`src/rtl/chroni_line_fetcher.sv`:
```
// chroni_line_fetcher: fetches one scanline from VRAM into the line buffer.
// 8bpp bytes go straight in; 1bpp bytes go in as bitmap-expand writes.
//
// Ports:
//   clk, reset            single clock, async active-high reset
//   start, mode_1bpp,     line request and its parameters (latched on
//   src_addr, byte_count, start while idle)
//   dst_addr, color_on,
//   color_off
//   busy, done            line in progress / one-cycle completion pulse
//   vram_rd_*             single-outstanding VRAM read (req held to ack)
//   lb_wr_*, lb_bitmap_*  registered line-buffer write port
//   lb_busy               line buffer is expanding a bitmap byte
module chroni_line_fetcher #(
  parameter int VRAM_AW    = 16,
  parameter int LB_AW      = 11,
  parameter int LB_SIZE    = 1280,
  parameter int FIFO_DEPTH = 2
) (
  input  logic               clk,
  input  logic               reset,
  input  logic               start,
  input  logic               mode_1bpp,
  input  logic [VRAM_AW-1:0] src_addr,
  input  logic [10:0]        byte_count,
  input  logic [LB_AW-1:0]   dst_addr,
  input  logic [7:0]         color_on,
  input  logic [7:0]         color_off,
  output logic               busy,
  output logic               done,
  output logic               vram_rd_req,
  output logic [VRAM_AW-1:0] vram_rd_addr,
  input  logic               vram_rd_ack,
  input  logic [7:0]         vram_rd_data,
  output logic               lb_wr_en,
  output logic [LB_AW-1:0]   lb_wr_addr,
  output logic [7:0]         lb_wr_data,
  output logic [3:0]         lb_bitmap_bits,
  output logic [7:0]         lb_bitmap_on,
  output logic [7:0]         lb_bitmap_off,
  input  logic               lb_busy
);

  localparam int PW = $clog2(FIFO_DEPTH);
  localparam int CW = PW + 1;
  localparam int SW = LB_AW + 2;

  localparam logic [1:0] S_IDLE  = 2'd0;
  localparam logic [1:0] S_RUN   = 2'd1;
  localparam logic [1:0] S_DRAIN = 2'd2;
  localparam logic [1:0] S_DONE  = 2'd3;

  logic [1:0]         state;
  logic               mode_q;
  logic [VRAM_AW-1:0] src_q;
  logic [10:0]        count_q;
  logic [10:0]        fetched;
  logic [10:0]        popped;
  logic [LB_AW:0]     pix;
  logic [3:0]         gap;

  logic [7:0]    fifo_mem [FIFO_DEPTH];
  logic [PW-1:0] wr_ptr;
  logic [PW-1:0] rd_ptr;
  logic [CW-1:0] fifo_cnt;

  logic          run;
  logic          ack_v;
  logic          pop_ok;
  logic          pop;
  logic          last_pop;
  logic          issue;
  logic          clip;
  logic [CW-1:0] cnt_after;
  logic [SW-1:0] step;
  logic [SW-1:0] pix_sum;
  logic [LB_AW:0] pix_next;

  assign busy          = (state != S_IDLE);
  assign done          = (state == S_DONE);

  assign run      = (state == S_RUN);
  assign ack_v    = run && vram_rd_req && vram_rd_ack;
  // 1bpp waits out the line buffer's busy lag plus its expansion.
  assign pop_ok   = mode_q ? (!lb_busy && gap == 4'd0) : 1'b1;
  assign pop      = run && (fifo_cnt != '0) && pop_ok;
  assign last_pop = pop && (popped == count_q - 11'd1);

  assign cnt_after = fifo_cnt + CW'(ack_v) - CW'(pop);
  // Next request may go out in the ack cycle itself.
  assign issue = run && (!vram_rd_req || ack_v) &&
                 (fetched < count_q) &&
                 (cnt_after < CW'(FIFO_DEPTH));

  assign step     = mode_q ? SW'(8) : SW'(1);
  assign pix_sum  = {1'b0, pix} + step;
  assign clip     = pix_sum > SW'(LB_SIZE);
  // Pixel counter saturates so a long line never wraps back in range.
  assign pix_next = pix_sum[SW-1] ? '1 : pix_sum[LB_AW:0];

  always_ff @(posedge clk) begin
    if (ack_v) fifo_mem[wr_ptr] <= vram_rd_data;
  end

  always_ff @(posedge clk or posedge reset) begin
    if (reset) begin
      state          <= S_IDLE;
      mode_q         <= 1'b0;
      src_q          <= '0;
      count_q        <= '0;
      fetched        <= '0;
      popped         <= '0;
      pix            <= '0;
      gap            <= '0;
      wr_ptr         <= '0;
      rd_ptr         <= '0;
      fifo_cnt       <= '0;
      vram_rd_req    <= 1'b0;
      vram_rd_addr   <= '0;
      lb_wr_en       <= 1'b0;
      lb_wr_addr     <= '0;
      lb_wr_data     <= '0;
      lb_bitmap_bits <= '0;
      lb_bitmap_on   <= '0;
      lb_bitmap_off  <= '0;
    end else begin
      lb_wr_en       <= 1'b0;
      lb_bitmap_bits <= 4'd0;
      fifo_cnt       <= cnt_after;

      if (ack_v) wr_ptr <= wr_ptr + PW'(1);

      if (pop) begin
        rd_ptr     <= rd_ptr + PW'(1);
        popped     <= popped + 11'd1;
        pix        <= pix_next;
        lb_wr_en   <= !clip;
        lb_wr_addr <= pix[LB_AW-1:0];
        lb_wr_data <= fifo_mem[rd_ptr];
        if (mode_q && !clip) lb_bitmap_bits <= 4'd8;
      end

      if (pop && mode_q && !clip) gap <= 4'd9;
      else if (gap != 4'd0)      gap <= gap - 4'd1;

      if (issue) begin
        vram_rd_req  <= 1'b1;
        vram_rd_addr <= src_q + VRAM_AW'(fetched);
        fetched      <= fetched + 11'd1;
      end else if (ack_v) begin
        vram_rd_req  <= 1'b0;
      end

      unique case (state)
        S_IDLE: begin
          if (start) begin
            mode_q        <= mode_1bpp;
            src_q         <= src_addr;
            count_q       <= byte_count;
            pix           <= {1'b0, dst_addr};
            lb_bitmap_on  <= color_on;
            lb_bitmap_off <= color_off;
            fetched       <= '0;
            popped        <= '0;
            gap           <= '0;
            wr_ptr        <= '0;
            rd_ptr        <= '0;
            fifo_cnt      <= '0;
            state <= (byte_count == 11'd0) ? S_DONE : S_RUN;
          end
        end
        S_RUN: begin
          if (last_pop) state <= S_DRAIN;
        end
        S_DRAIN: begin
          if (!mode_q || (gap == 4'd0 && !lb_busy))
            state <= S_DONE;
        end
        S_DONE: begin
          state <= S_IDLE;
        end
      endcase
    end
  end

endmodule

```
`config.mk`:
```
export PLATFORM = sky130hd
export DESIGN_NAME = chroni_line_fetcher
export DESIGN_NICKNAME = d
export VERILOG_FILES = /design/src/rtl/chroni_line_fetcher.sv
export SDC_FILE = /design/constraint.sdc
export NUM_CORES = 1
export LEC_CHECK = 0
export CORE_UTILIZATION = 50
export DETAILED_ROUTE_END_ITERATION = 6
export MAX_ROUTING_LAYER = met4
export PLACE_DENSITY = 0.87
export REMOVE_ABC_BUFFERS = 1
export SKIP_LAST_GASP = 1
export SLEW_MARGIN = 0
export SYNTH_ARGS = -nofsm -noshare
export SYNTH_HDL_FRONTEND = slang
export SYNTH_SLANG_ARGS = --single-unit
```
`constraint.sdc`:
```
create_clock -name clk -period 6.1 [get_ports clk]
set_clock_uncertainty 0.2 [all_clocks]
set_input_delay 0.61 -clock clk [delete_from_list [all_inputs] [get_ports clk]]
set_output_delay 0.61 -clock clk [all_outputs]
set_load 0.03 [all_outputs]
```
==> impl_metrics.toml <==
# yosys + openroad results
[synthesis]
yosys.area_share.aoi_pct = 13.28
ys_area_um2 = 7397
synth.area.mux_share_pct = 3.603
postSynth.asyncResetShare_pct = 88.73
numSynthFlops = 142

[setup_path]
required_ns = 6.26
path_cells = "inv_1, ha_1, or4b_1, a21oi_4, ha_1, inv_1, ha_1, xor2_1, xnor2_1, o211a_1, o2111ai_1, or4_1, nand2_1"
cp.arrival_ns = 3.82

[pwr]
switching_share_pct = 39.88
p_seq_mw = 1.64
power_frac_comb_pct = 43.8
p_sw_mw = 1.933

[clock_network]
postCtsSetupRepairBufs = 0
clockBufferDepth = 2
path_clk_slew_ns = 0.06
h-tree-depth = 4
cts_tree = "yes"

[cells_and_area]
clkCellAreaFrac_pct = 6.623
final_cell_mix = "nand2_1 (152), dfrtp_1 (126), clkdlybuf4s50_1 (123), o21ai_0 (50), nor2_1 (49)"
bufAreaShareNonClock_pct = 13.51
lay_top_count = "nand2_1"
fin_cells = 1074
seq_cell_count = 142

[run_status]
status = "completed"

[routing]
firstDrtPassIters = 6
top_layer = "met4"

[global_route]
grt_antenna_before_repair = 0
grt_start_max_net_pins = 87

[timing]
worst_slack_ns = 2.435
fmax_mhz = 272.9

[placement]
dp.cells = 1043
dp_slack_ns = 2.111

[die]
fp_util_pct = 51.09
[sequential cells by signal, summed over array words and instances (netlist names), 11 cells and up]
register      flops
fifo_mem         16
src_q            16
vram_rd_addr     16
pix              12
count_q          11
fetched          11
lb_wr_addr       11
popped           11
[final timing paths]
kind	cells after the start	from	to
hold reg to reg	2	lb_bitmap_off[7]$_DFFE_PP0P_	lb_bitmap_off[7]$_DFFE_PP0P_
hold / removal	2	lb_bitmap_off[7]$_DFFE_PP0P_	lb_bitmap_off[7]$_DFFE_PP0P_
max in group asynchronous	3	reset	popped[3]$_DFF_PP0_
setup / recovery	13	gap[0]$_DFF_PP0_	fetched[9]$_DFF_PP0_
setup reg to reg	13	gap[0]$_DFF_PP0_	fetched[9]$_DFF_PP0_
min in group asynchronous	2	reset	lb_wr_data[5]$_DFFE_PP0N_
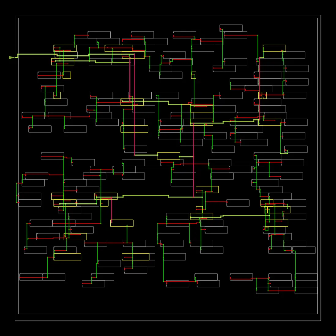
(clock wiring as the flow saved it)
# clock sinks: 142
# clk buffers: 22
clk ins delay skew pair: 0.42 ns

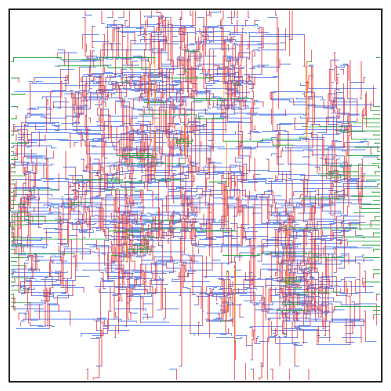
(wiring by layer)
Scale: 3 px per um.
met3 -> green  # wire length 1,050 um
met4 -> orange  # wire length 218 um
met2 -> red  # wire length 7,720 um
met1 -> blue  # wire length 7,650 um
wire per inst: 15.49 um
via count: 6,018

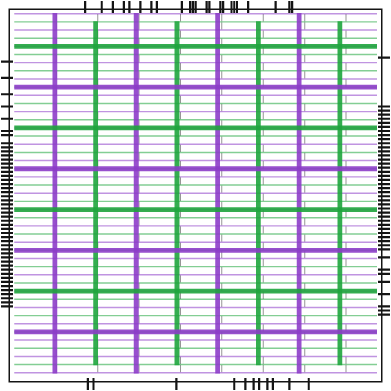
(power grid)
Scale: 3 px per um. Pins as bars on the die edge. Tap cells in gray.
VDD -> green
VSS -> purple
rows = 44
met4 straps = 8
signal pins = 127
tap cells = 184
met5 straps = 8

